Figure 1. Placed cells, one color a class (run 1).
Fill, decap, tap and diode cells in gray.
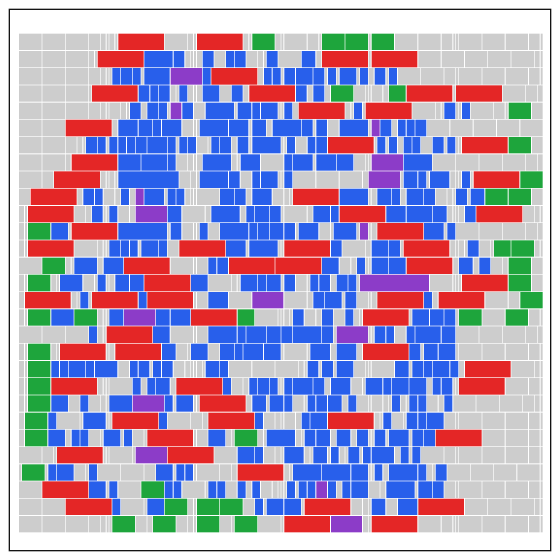
Figure 2. Cell outlines without signal wires (run 1).
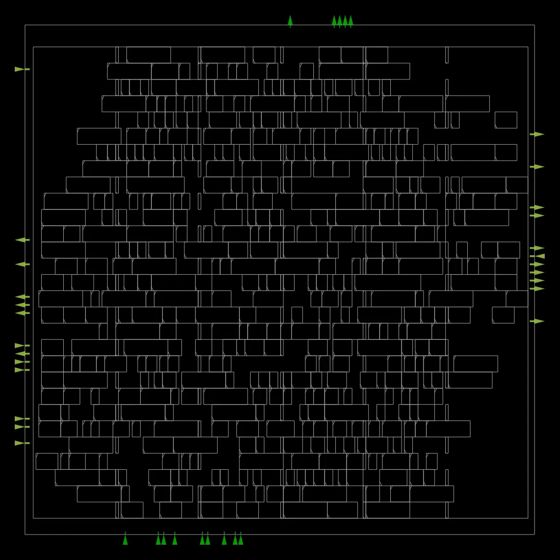
Figure 3. Power grid (run 1).
The bar under the picture is 20 um long. Pins as bars on the die edge. Tap cells in gray.
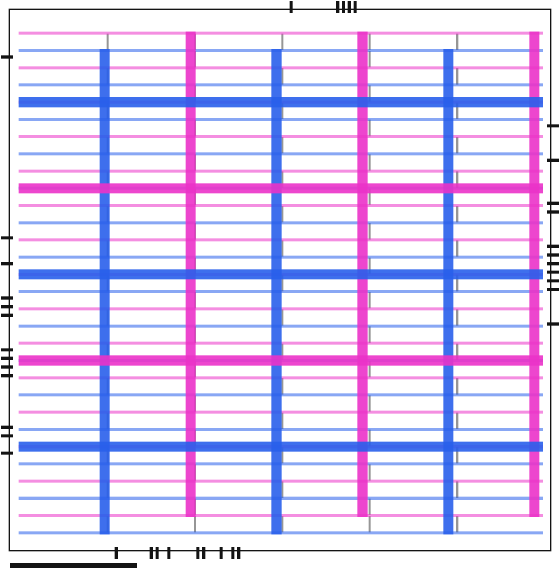
==> config.mk <==
export PLATFORM = sky130hd
export DESIGN_NAME = cell_plotter
export DESIGN_NICKNAME = d
export VERILOG_FILES = /design/src/rtl/cell_plotter.sv
export SDC_FILE = /design/constraint.sdc
export NUM_CORES = 1
export LEC_CHECK = 0
export CORE_UTILIZATION = 50
export CTS_CLUSTER_SIZE = 30
export DETAILED_ROUTE_END_ITERATION = 12
export GPL_ROUTABILITY_DRIVEN = 0
export PLACE_DENSITY_LB_ADDON = 0.3
export SLEW_MARGIN = 0
export SYNTH_ARGS = -nofsm -noshare
export SYNTH_HDL_FRONTEND = slang
export SYNTH_SLANG_ARGS = --single-unit
==> constraint.sdc <==
create_clock -name clk -period 3.7 [get_ports clk]
set_input_delay 0.37 -clock clk [delete_from_list [all_inputs] [get_ports clk]]
set_output_delay 0.37 -clock clk [all_outputs]
set_load 0.01 [all_outputs]
==> run summary, run 1 <==
impl run done, here's what came out: nonclk buf count=40, GR Overflow Total=0, clock transition at the registers of the reported paths=0.07 ns, # Cells Yosys=430, Worst EP arrival=3.15 ns, Ports=38, via count=3044, Area-dominant class=multi-input combinational cells, cycle use final=0.7845, status=completed, Buf/Inv on CP=0, register area=0.001301 mm2, 1st-pass router iterations=5, critical path class=register to register, clock share of power=0.242, P_sw=0.0009180 W, Worst EP required=3.95 ns, RSZ-0062 raised after global routing=no, Crit path depth=11, Mapped Nets=464, Largest register FFs=8, CTS tree=yes, hold_buf cts=0, CTS Buf Count=9, HPWL after DPL=5487 um, Syn. warnings=0, WHS Path Cells=2, htree depth=3, Mean Syn Cell Area=8.063 um2, Gates resized, CTS repair=0, vias in the first global route=2849, CTS sink cnt=65, layout cell share with drive strength beyond 1=0.06263, Tightest Hold Check Type=register to register, Switching Fraction=0.3732, largest net degree at the start of global routing=47, gr usage total=0.2322, critical path launch point type=register, clk latency late pin=0.35 ns, CP top delay family=AND-OR/OR-AND gates, initial antenna violation count=0, Mapped Area=0.003467 mm2, Slew HR=0.4209, clock-cell share of area=0.04676, clkbuf count=13, Iteration-0 DRC Markers=242, Hold Slack=0.4548 ns, min Tclk post-route=2.903 ns, synthesized netlist cell count=430, # nets final=492, routed length per placed instance=14.45 um, max-slew violations=0, sequential share of power=0.392, slowest library cell on the worst path=dfxtp_1, cell repeated most along the worst path=nor2_1, Post-synth EDFFs=0, logic share of the area=0.5008, PortBufs=37, Logic inverters=10, clock tree buffer depth=2, Fin. Hold Viols=0, Crit. End Element=register, #MultiIn Comb=332, ys async rst share=0, Chip Area, Yosys=0.003467 mm2, Residual DRC=0, Clock Tree Root=clkbuf_8, max-cap violation count=0, Log Warnings=29, Non-clock buffer share=0.09724, #FFs+latches synth=65, n_diodes=0, setup total negative slack=0 ns, Reg2Reg Depth=11, worst-margin pin slew=0.8648 ns
## Picture notes: Figure 1
Key: combinational and other logic = blue [cells 342, share of their area 52%]; clock drivers and dummy loads = purple [cells 16, share of their area 4.8%]; remaining buffers and delay cells = green [cells 40, share of their area 10%]; sequential cells = red [cells 65, share of their area 33%]
design area: 0.004040 mm2
FP Rows: 29
sequential cell area share: 0.3221
core area: 0.006531 mm2
post-layout util: 0.6186

## Picture notes: Figure 2
flip-flops: 65
# Taps: 77
final-layout fill cell count: 571
fin cells: 540

## Picture notes: Figure 3
Key: VSS = blue; VDD = magenta
38 signal pins sit on the boundary. 6 straps on met4. 77 tap cells. 30 met1 rails follow the rows.
Die W: 85.27 um
Die Y-Extent: 85.27 um
Worst IR Drop VDD: 0.4163 mV

run 1: cells by family after synthesis:
family / after synthesis / synth area share
adders and majority gates: 17 / 0.06135
DFF: 65 / 0.3753
buffers and inverters: 33 / 0.04258
AOI/OAI and AO/OA: 111 / 0.2155
xor gates and xnor gates: 15 / 0.03789
and+or+nand+nor: 185 / 0.2555
muxes: 4 / 0.01191
run 1: cells in the final DEF (no fill, tap or decap), types with 5 or more instances in the layout:
cell type	instances
clkdlybuf4s50_1	37
nor3_1	8
o21a_1	5
and2_1	5
inv_1	9
xor2_1	7
a21oi_1	27
clkbuf_8	10
nor2_1	32
nand2_1	86
a21boi_1	8
xnor2_1	8
nor4_1	5
o21ai_0	21
a21boi_0	15
and3_1	5
nor2b_1	6
nand3_1	15
dfxtp_1	65
ha_1	17
run 1: Yosys cell counts (2+ instances only):
master	n	area, um2
mux2i_1	3	30.03
nand3_1	15	75.07
nand2_1	86	322.8
a21o_1	3	22.52
and2_1	5	31.28
nor4_1	5	31.28
xor2_1	7	61.31
a211oi_1	2	15.01
o21ai_2	3	26.28
or3_1	2	12.51
o21ai_1	3	15.01
a21boi_0	15	112.6
clkbuf_1	17	63.81
o21a_1	5	37.54
a31oi_1	4	25.02
nor3_1	8	40.04
a21boi_1	8	60.06
o211ai_1	4	30.03
inv_1	9	33.78
o21ai_0	21	105.1
nand4_1	4	25.02
nor2b_1	6	37.54
o211a_1	3	30.03
nor2_1	32	120.1
ha_1	17	212.7
dfxtp_1	65	1301
nand2b_1	3	18.77
a21oi_1	27	135.1
and3_1	5	31.28
nand3b_1	2	15.01
nor3b_1	2	15.01
buf_2	2	10.01
xnor2_1	8	70.07
run 1: per-stage QoR:
step | std cells | setup WS, ns | area, um2 | total power, W
after floorplan | 430 | 0.9323 | 3467 | 0.001563
after global placement | 524 | 0.9909 | 3851 | 0.001859
after detailed placement | 524 | 0.8354 | 3851 | 0.001872
after CTS | 540 | 0.7918 | 4040 | 0.002469
after global routing | 540 | 0.6316 | 4040 | 0.002621
final | 540 | 0.7975 | 4040 | 0.002460
run 1: power by group through the flow:
stage                     registers (W)  clock network, W  logic (W)
final                          0.000964          0.000595   0.000901
after global routing           0.000983          0.000629    0.00101
after CTS                      0.000963          0.000602   0.000904
after detailed placement       0.000976                 0   0.000896
after global placement         0.000971                 0   0.000888
after floorplan                0.000950                 0   0.000613
run 1: routing by layer:
layer	global-route usage	vias up	wire, um	share of wire
met1	0.3196	1404	3915	0.50
met5	0	-	0	0
met4	0.1045	0	139	0.018
li1	-	1559	-	-
met3	0.03794	11	277	0.035
met2	0.3585	70	3470	0.44
run 1: worst register-to-register path, cell delays in order, from the launching register on:
cell and delay (ns):
dfxtp_1 0.55, and4_4 0.32, o221a_2 0.36, nor2_1 0.11, ha_1 0.34, a21oi_1 0.27
nor2b_1 0.09, o21a_1 0.19, nor2_1 0.09, o21ai_1 0.08, xor2_1 0.14, a32o_1 0.25
Figure 4. Routed metal per tile (run 1).
The die is cut into 17 by 17 equal tiles; dark blue is low, red is high, scaled to the fullest tile. Values are wire area over tile area, all layers added.
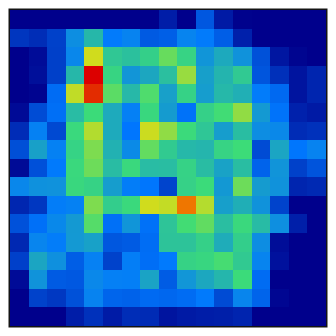

## Run 2: what changed since run 1
clock period = 2.6 ns   (was 3.7 ns; I/O delays follow)
Figure 5. Routed metal per tile (run 2).
The die is cut into 17 by 17 equal tiles; dark blue is low, red is high, scaled to the fullest tile. Values are wire area over tile area, all layers added.
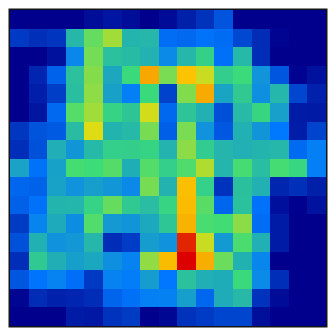
15% of the tiles are nearly empty. The mean over all tiles is 0.17. The fullest tile reaches 0.60. 15% of the tiles are over half the peak.
via count: 3103
routed length per placed instance: 14.26 um
gr usage total: 0.2307
DRT Wirelength: 7886 um

Figure 6. Placed cells, one color a class (run 2).
Fill, decap, tap and diode cells in gray.
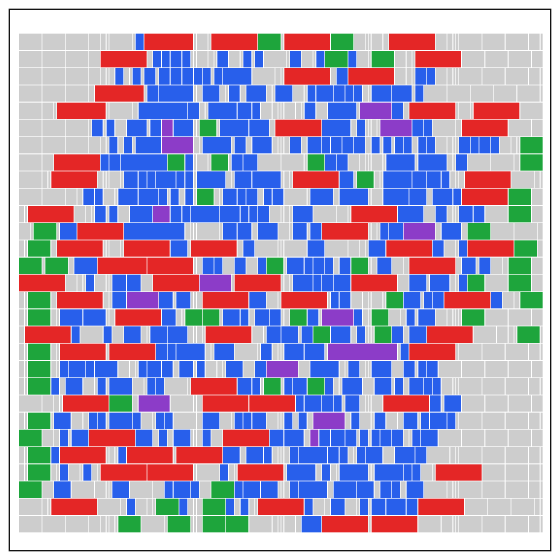
Key: remaining buffers and delay cells = green [cells 55, share of their area 12%]; combinational and other logic = blue [cells 342, share of their area 51%]; sequential cells = red [cells 65, share of their area 32%]; clock drivers and dummy loads = purple [cells 14, share of their area 4.5%]
sequential cell area share: 0.3128
design area: 0.004177 mm2
post-layout util: 0.6395

==> run 2 against run 1 <==
- non-clock buffer count is 15 higher
- combinational power is 61% higher
- synthesized cell count stayed put
- register-to-register slack worse by 0.65 ns
- total power is 48% higher
- via count is 1.9% higher
- critical path depth is 2 lower
- count of clock-buffer cells in the layout is 2 lower
==> run summary, run 2 <==
impl run done, here's what came out: status=completed (unchanged), hold_buf cts=0 (unchanged), sequential share of the synthesized area=0.3753 (unchanged), clock transition at the registers of the reported paths=0.07 ns (about the same), Worst IR Drop VDD=0.6762 mV (was 0.4163 mV), slowest library cell on the worst path=nor4_4 (was dfxtp_1), Die Y-Extent=85.27 um (unchanged), max-slew violations=0 (unchanged), #FFs+latches synth=65 (unchanged), Peak Freq=408.1 MHz (was 344.5 MHz), min Tclk post-route=2.451 ns (was 2.903 ns), ys async rst share=0 (unchanged), vias in the first global route=2882 (was 2849), most used flip-flop cell=dfxtp_1 (unchanged), Final Setup Violations=0 (unchanged), Mapped Nets=464 (unchanged), Area Growth Syn to Fin=20.46% (was 16.53%), Tightest Hold Check Type=primary input to register (was register to register), Buf/Inv on CP=1 (was 0), Log Warnings=29 (unchanged), Mapped Area=0.003467 mm2 (unchanged), largest area contributor in the netlist=dfxtp_1 (unchanged), Fin. Hold Viols=0 (unchanged), Hold Slack=0.4533 ns (was 0.4548 ns), Die Size=0.007271 mm2 (unchanged), CTS Buf Count=9 (unchanged), P per Cell Area=870.6 mW/mm2 (was 608.8 mW/mm2), Unique cell types=62 (unchanged), clk latency late pin=0.34 ns (was 0.35 ns), GR Overflow Total=0 (unchanged), WHS Path Cells=3 (was 2), FP Rows=29 (unchanged), Crit path depth=9 (was 11), Mean Syn Cell Area=8.063 um2 (unchanged), CTS sink cnt=65 (unchanged), htree depth=3 (unchanged), Final Skew=0.009917 ns (was 0.01008 ns), Crit. End Element=register (unchanged), Worst EP arrival=2.72 ns (was 3.15 ns), Syn. warnings=0 (unchanged), most numerous logic cell after layout=nand2_1 (unchanged), Placed Instance Area=0.003960 mm2 (was 0.003851 mm2), Die W=85.27 um (unchanged), initial antenna violation count=0 (unchanged), critical path class=register to register (unchanged), reg2reg setup slack=0.15 ns (was 0.80 ns), cycle use final=0.9425 (was 0.7845), CP top delay family=AND-OR/OR-AND gates (unchanged), Chip Area, Yosys=0.003467 mm2 (unchanged), leak pwr=1.622 nW (was 1.547 nW), synthesized netlist cell count=430 (unchanged), Reg2Reg Depth=9 (was 11), most frequent cells in the layout=nand2_1, dfxtp_1, clkdlybuf4s50_1 (unchanged), top cells by count, synth=nand2_1, dfxtp_1, nor2_1 (unchanged), biggest area cells=dfxtp_1, nand2_1, ha_1 (unchanged), critical path fanouts, max=9 (was 13), # nets final=507 (was 492), Crit path largest cell delay=0.39 ns (was 0.55 ns), worst-margin pin slew=0.5342 ns (was 0.8648 ns), antenna-violating nets left=0 (unchanged), Ports=38 (unchanged), final-layout fill cell count=580 (was 571), core area=0.006531 mm2 (unchanged), Slew HR=0.6406 (was 0.4209), HPWL after DPL=5596 um (was 5487 um), CP Cell Sequence=nor4_4 -> o221ai_4 -> buf_4 -> o31ai_2 -> ha_1 -> a21o_1 -> o2111a_1 -> mux2_1 -> a31oi_1 (was and4_4 -> o221a_2 -> nor2_1 -> ha_1 -> a21oi_1 -> nor2b_1 -> o21a_1 -> nor2_1 -> o21ai_1 -> xor2_1 -> a32o_1), 1st-pass router iterations=5 (unchanged), PortBufs=37 (unchanged), Iteration-0 DRC Markers=206 (was 242), clock tree buffer depth=2 (unchanged), n_diodes=0 (unchanged), Worst EP required=2.87 ns (was 3.95 ns), vias per inst=5.611 (was 5.637), Largest register FFs=8 (unchanged), setup total negative slack=0 ns (unchanged), fp_density=0.5308 (unchanged), CTS tree=yes (unchanged), Clock Tree Root=clkbuf_8 (unchanged), Post-synth EDFFs=0 (unchanged), layout cell share with drive strength beyond 1=0.1092 (was 0.06263), Residual DRC=0 (unchanged), critical path launch point type=register (unchanged), max-cap violation count=0 (unchanged), top-count cell post-synth=nand2_1 (unchanged), # Cells Yosys=430 (unchanged), largest net degree at the start of global routing=27 (was 47), first-pass GRT wire length=13360 um (was 13340 um), Top-area cell share=0.3753 (unchanged)
==> run 2: cell counts after synthesis <==
Identical to the previous run, type by type.
==> run 2: worst reg2reg max path: stages, from the launching register on <==
cell	delay [ns]
dfxtp_2	0.36
nor4_4	0.39
o221ai_4	0.15
buf_4	0.20
o31ai_2	0.26
ha_1	0.24
a21o_1	0.12
o2111a_1	0.18
mux2_1	0.32
a31oi_1	0.15
==> run 2: per-stage QoR <==
step	utilization	total power (W)	std cells	setup WS [ns]
floorplan	-	0.002226	430	0.01925
global placement	0.6063	0.002743	538	0.1369
detailed placement	0.6063	0.002763	538	0.05940
CTS	0.6345	0.003607	552	0.02800
global route	0.6395	0.003875	553	-0.02214
finish	0.6395	0.003636	553	0.1494
==> run 2: cell type report <==
cell class                      instances  area (um2)  share of cell area
Clock buffer                           11       141.4             0.03385
Clock inverter                          3       42.54             0.01019
Inverter                               10       37.54            0.008987
Multi-Input combinational cell        332        2047              0.4901
Sequential cell                        65        1306              0.3128
Tap cell                               77       96.34             0.02307
Timing Repair Buffer                   55       505.5              0.1210
==> run 2: cell families (layout without fill, tap and decap cells) <==
family                     after synthesis  after routing  share of synthesized area
adders and majority gates               17             17                    0.06135
and+or+nand+nor                        185            185                     0.2555
xor gates and xnor gates                15             15                    0.03789
buffers and inverters                   33             79                    0.04258
AOI/OAI and AO/OA                      111            111                     0.2155
muxes                                    4              4                    0.01191
DFF                                     65             65                     0.3753
==> run 2: metal layers <==
layer,track usage,vias to the layer above,wire [um]
met1,0.3223,1442,3921
met4,0.08636,0,114
met3,0.03891,8,340
met2,0.3578,67,3510
li1,-,1586,-
met5,0,-,0
==> run 2: what timing repair did <==
| action | in CTS | in global routing |
|---|---|---|
| gates resized | 0 | 9 |
| buffers inserted | 0 | 1 |
| endpoints found under the setup margin | 0 | 6 |
==> run 2: power breakdown <==
group	switching [W]	leakage [nW]	internal [W]
sequential	0.000158	0.531	0.00119
clock	0.000381	0.0913	0.000457
combinational	0.000809	0.999	0.000642
Power figures rest on the tool's default switching activity, not on a simulated workload.
